==> config.mk <==
export PLATFORM = sky130hd
export DESIGN_NAME = plot_scheduler_flat
export DESIGN_NICKNAME = d
export VERILOG_FILES = /design/src/rtl/plot_scheduler_if.sv /design/src/rtl/plot_scheduler.sv /design/src/flat_wrapper.sv
export SDC_FILE = /design/constraint.sdc
export NUM_CORES = 1
export LEC_CHECK = 0
export CORE_ASPECT_RATIO = 0.7
export CORE_MARGIN = 1
export CORE_UTILIZATION = 55
export CTS_CLUSTER_DIAMETER = 120
export DETAILED_ROUTE_END_ITERATION = 16
export DONT_BUFFER_PORTS = 1
export HOLD_SLACK_MARGIN = 0.05
export MAX_ROUTING_LAYER = met4
export PLACE_DENSITY = 0.7
export SYNTH_ARGS = -nofsm -noshare
export SYNTH_HDL_FRONTEND = slang
export SYNTH_SLANG_ARGS = --single-unit
==> constraint.sdc <==
create_clock -name CLOCK_50 -period 6.2 [get_ports CLOCK_50]
set_input_delay 1.55 -clock CLOCK_50 [delete_from_list [all_inputs] [get_ports CLOCK_50]]
set_output_delay 1.55 -clock CLOCK_50 [all_outputs]
set_load 0.005 [all_outputs]
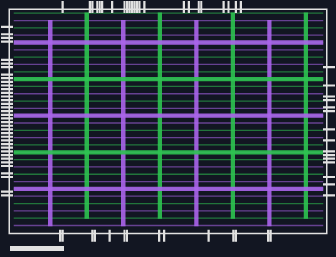
Run 1: supply network
Bar = 20 um. Pins as bars on the die edge.
- VSS: purple
- VDD: green
- met4 straps: 8
- met1 rails: 30
- met5 straps: 5
- rows: 29
chip height: 82.8 um
Die Wd: 117 um
core area: 9070 um^2
maximum VDD drop: 0.154 mV

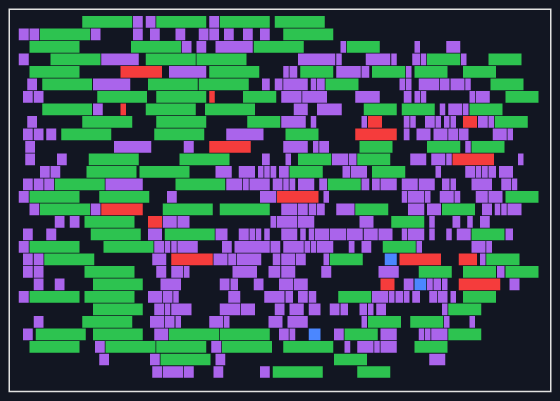
Run 1: cells colored by class
- flip-flops: green (cells 106; share of their area 52%)
- all other logic: purple (cells 318; share of their area 43%)
- clock drivers and dummy loads: red (cells 16; share of their area 5.3%)
- other buffers and delay cells: blue (cells 3; share of their area 0.43%)
cell row count: 29
Util after Layout: 0.598
Post-Layout Inst Area: 5430 um^2
Seq area share: 0.502

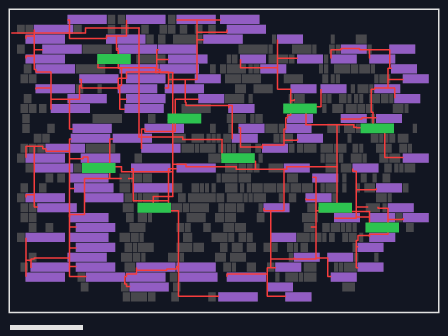
Run 1: clock distribution
Bar = 20 um.
- cells driving clock nets: green (count 9)
- clock wires: red (length 1200 um)
- flip-flops: purple (count 106)
- flops lie: widely spread
- routed clock nets: 10
Clk network pwr share: 0.350
Clk power: 0.542 mW
clk latency late pin: 350 ps
Clock Skews: 8.02 ps

==> run summary, run 1 <==
Clk slew on worst S/H paths = 70 ps
Fmax = 0.254 GHz
RSZ-0062 raised after global routing = false
Status = complete, no violations
P_seq = 0.832 mW
Vias in the first global route = 3193
Ao+oa area frac = 0.144
Switching Fraction = 0.262
Flop pwr share = 0.538
Max-cap violations = 0
Critical Path AT = 4190 ps
Final period utilization = 0.636
Most common cell in the netlist = and2_1
Metal-1 WL = 5260 um
Top cells by area = edfxtp_1 35%, dfxtp_1 18%, and2_1 7.7%, nor2_1 3.7%, mux4_2 3.5%
Clock tree buffer depth = 2
Area fraction in xor and xnor cells = 0.0205
Via count = 3423
Drt first-iter violations = 214
Largest net degree at the start of global routing = 62
Synth cell types = 58
DR WL met2 = 4490 um
Adder share = 0.00976
YS warnings = 0
Via density = 6.04
Min Tclk post-route = 3940 ps
Post_cts resized = 0
Comb. pwr = 0.173 mW
Slew margin rel. = 0.419
Initial antenna violation count = 0
Max Used Layer = met4
Grt total ovfl = 0
Worst Setup Start Kind = register
Post-synthesis register bit count = 106
Synth area leader = edfxtp_1
WL final = 10700 um
Drc violations = 0
Post-route ant nets = 0
Floorplan net count = 527
Setup Crit Path Kind = register to register
Fillers = 726
Post-synth top cells = 63 x and2_1, 60 x edfxtp_1, 50 x nor2_1, 46 x dfxtp_1, 37 x nand2_1
Critical path's largest stage delay = 750 ps
Gp weighted congestion = 0.876
PwrDens = 285 nW/um^2
Layout cells sized above 1 = 0.129
Synth Instances = 455
Clkbuf count = 10
R2R setup slack = 2260 ps
Synthesized area = 5130 um^2
Total tool warning count = 27
R2R depth = 8
Crit-path leading delay family = AND-OR/OR-AND gates
Gr busiest metal = met1
Endpoint class of the critical path = register
[run 1: cell usage in the layout (no fill, tap or decap), drive strengths merged, types with 10 or more instances in the layout]
master	instances
clkbuf	10
mux2i	12
nor2	50
and2	64
nand2	39
dfxtp	46
o21ai	10
edfxtp	60
nor3	11
[run 1: per-stage QoR]
stage / instances / util / setup slack (ps) / area (um^2) / total power [mW]
finish: 567 / 0.598 / 2260 / 5430 / 1.55
detailed placement: 551 / 0.567 / 2310 / 5150 / 1.02
global placement: 551 / 0.567 / 2540 / 5150 / 1.01
CTS: 567 / 0.598 / 2290 / 5430 / 1.56
global route: 567 / 0.598 / 1950 / 5430 / 1.61
floorplan: 455 / - / 2470 / 5130 / 0.982
Run 1, metal layers overlaid:
Bar = 20 um.
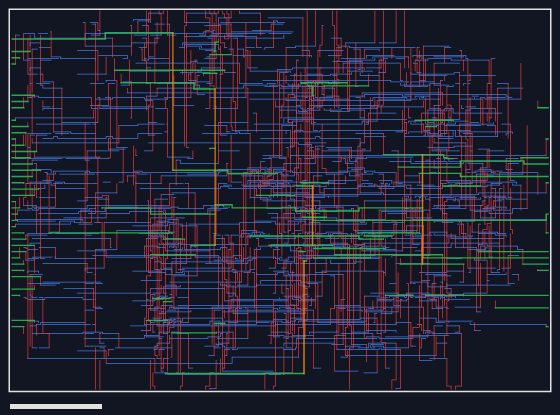

--- run 2 (diff from run 1) ---
- clock period: 6.2 -> 4 ns (I/O delays scaled with it)
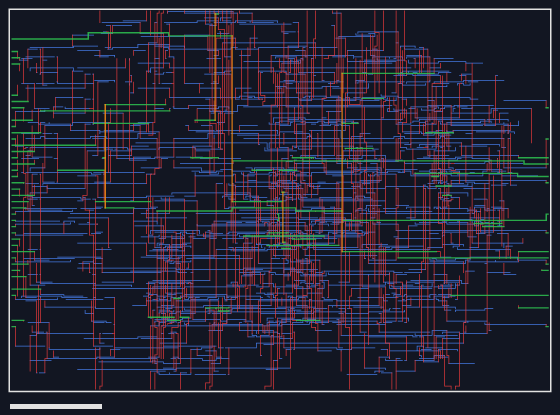
Run 2: metal layers overlaid
Bar = 20 um.
- met4: orange (wire length 131 um)
- met3: green (wire length 673 um)
- met1: blue (wire length 5490 um)
- met2: red (wire length 4530 um)
Wirelength per Cell: 18.9 um
via count: 3432

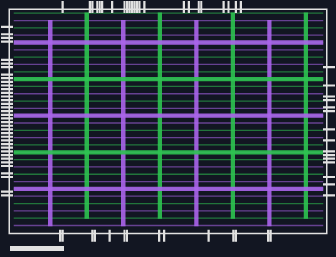
Run 2: supply network
Bar = 20 um. Pins as bars on the die edge.
- VSS: purple
- VDD: green
- signal pins: 89
- met4 straps: 8
- met1 rails: 30
- met5 straps: 5
- rows: 29
maximum VDD drop: 0.280 mV

==> run 2 against run 1 <==
- die area unchanged
- synthesized cell count unchanged
- first-iteration DRC count up 21%
- final cell count up 1.1%
- register-to-register slack worse by 1400 ps
- critical path type unchanged
==> run summary, run 2 <==
Fmax = 0.317 GHz
Adder share = 0.00976
Endpoint class of the critical path = register
Drt first-iter violations = 258
Status = complete, no violations
Drc violations = 0
Post-synth top cells = 63 x and2_1, 60 x edfxtp_1, 50 x nor2_1, 46 x dfxtp_1, 37 x nand2_1
Post_cts resized = 0
Most common cell in the netlist = and2_1
Critical path's largest stage delay = 740 ps
Core area = 9070 um^2
Gr busiest metal = met1
Fillers = 750
Gp weighted congestion = 0.889
Placed cell areas = 5200 um^2
Placed insts = 557
Post-Layout Inst Area = 5480 um^2
Most frequent cells in the layout = 63 x and2_1, 60 x edfxtp_1, 49 x nor2_1, 46 x dfxtp_1, 36 x nand2_1
R2R setup slack = 850 ps
R2R depth = 8
Max-cap violations = 0
Cell Count, Final, Fillers Out = 573
RSZ-0062 raised after global routing = false
Final WS setup = 848 ps
Clock tree buffer depth = 2
Total tool warning count = 27
Vias in the first global route = 3143
Chip height = 82.8 um
Clk slew on worst S/H paths = 60 ps
Synth Instances = 455
Worst Setup Start Kind = register
Cell row count = 29
Post-synthesis register bit count = 106
Synth area leader = edfxtp_1
WL final = 10800 um
Dpl ws = 958 ps
YS warnings = 0
DR WL met2 = 4530 um
Largest net degree at the start of global routing = 62
Metal-1 WL = 5490 um
Min Tclk post-route = 3150 ps
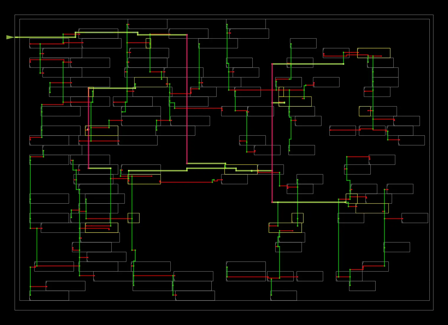
Run 2: clock nets
Clk power: 0.811 mW
clkbuf count: 11
Clock Skews: 7.51 ps

## run 2: metrics by stage
stage,hold slack (ps),util
floorplan,412,-
global placement,421,0.574
detailed placement,426,0.574
CTS,442,0.604
global route,456,0.604
finish,441,0.604
## run 2: area by class of cell
| cell class | count | share of cell area |
|---|---|---|
| Inverter | 4 | 0.00274 |
| Sequential cell | 106 | 0.497 |
| Clock buffer | 11 | 0.0425 |
| Tap cell | 124 | 0.0283 |
| Timing Repair Buffer | 9 | 0.0146 |
| Clock inverter | 5 | 0.00708 |
| Multi-Input combinational cell | 314 | 0.408 |
## run 2: power by group
group | internal, mW | total (mW) | switching (mW)
Clock | 0.427 | 0.811 | 0.384
Combinational | 0.112 | 0.295 | 0.183
Sequential | 1.23 | 1.27 | 0.0396
Total | 1.77 | 2.38 | 0.607
No activity file was given, so power comes from the tool's default toggle rates.
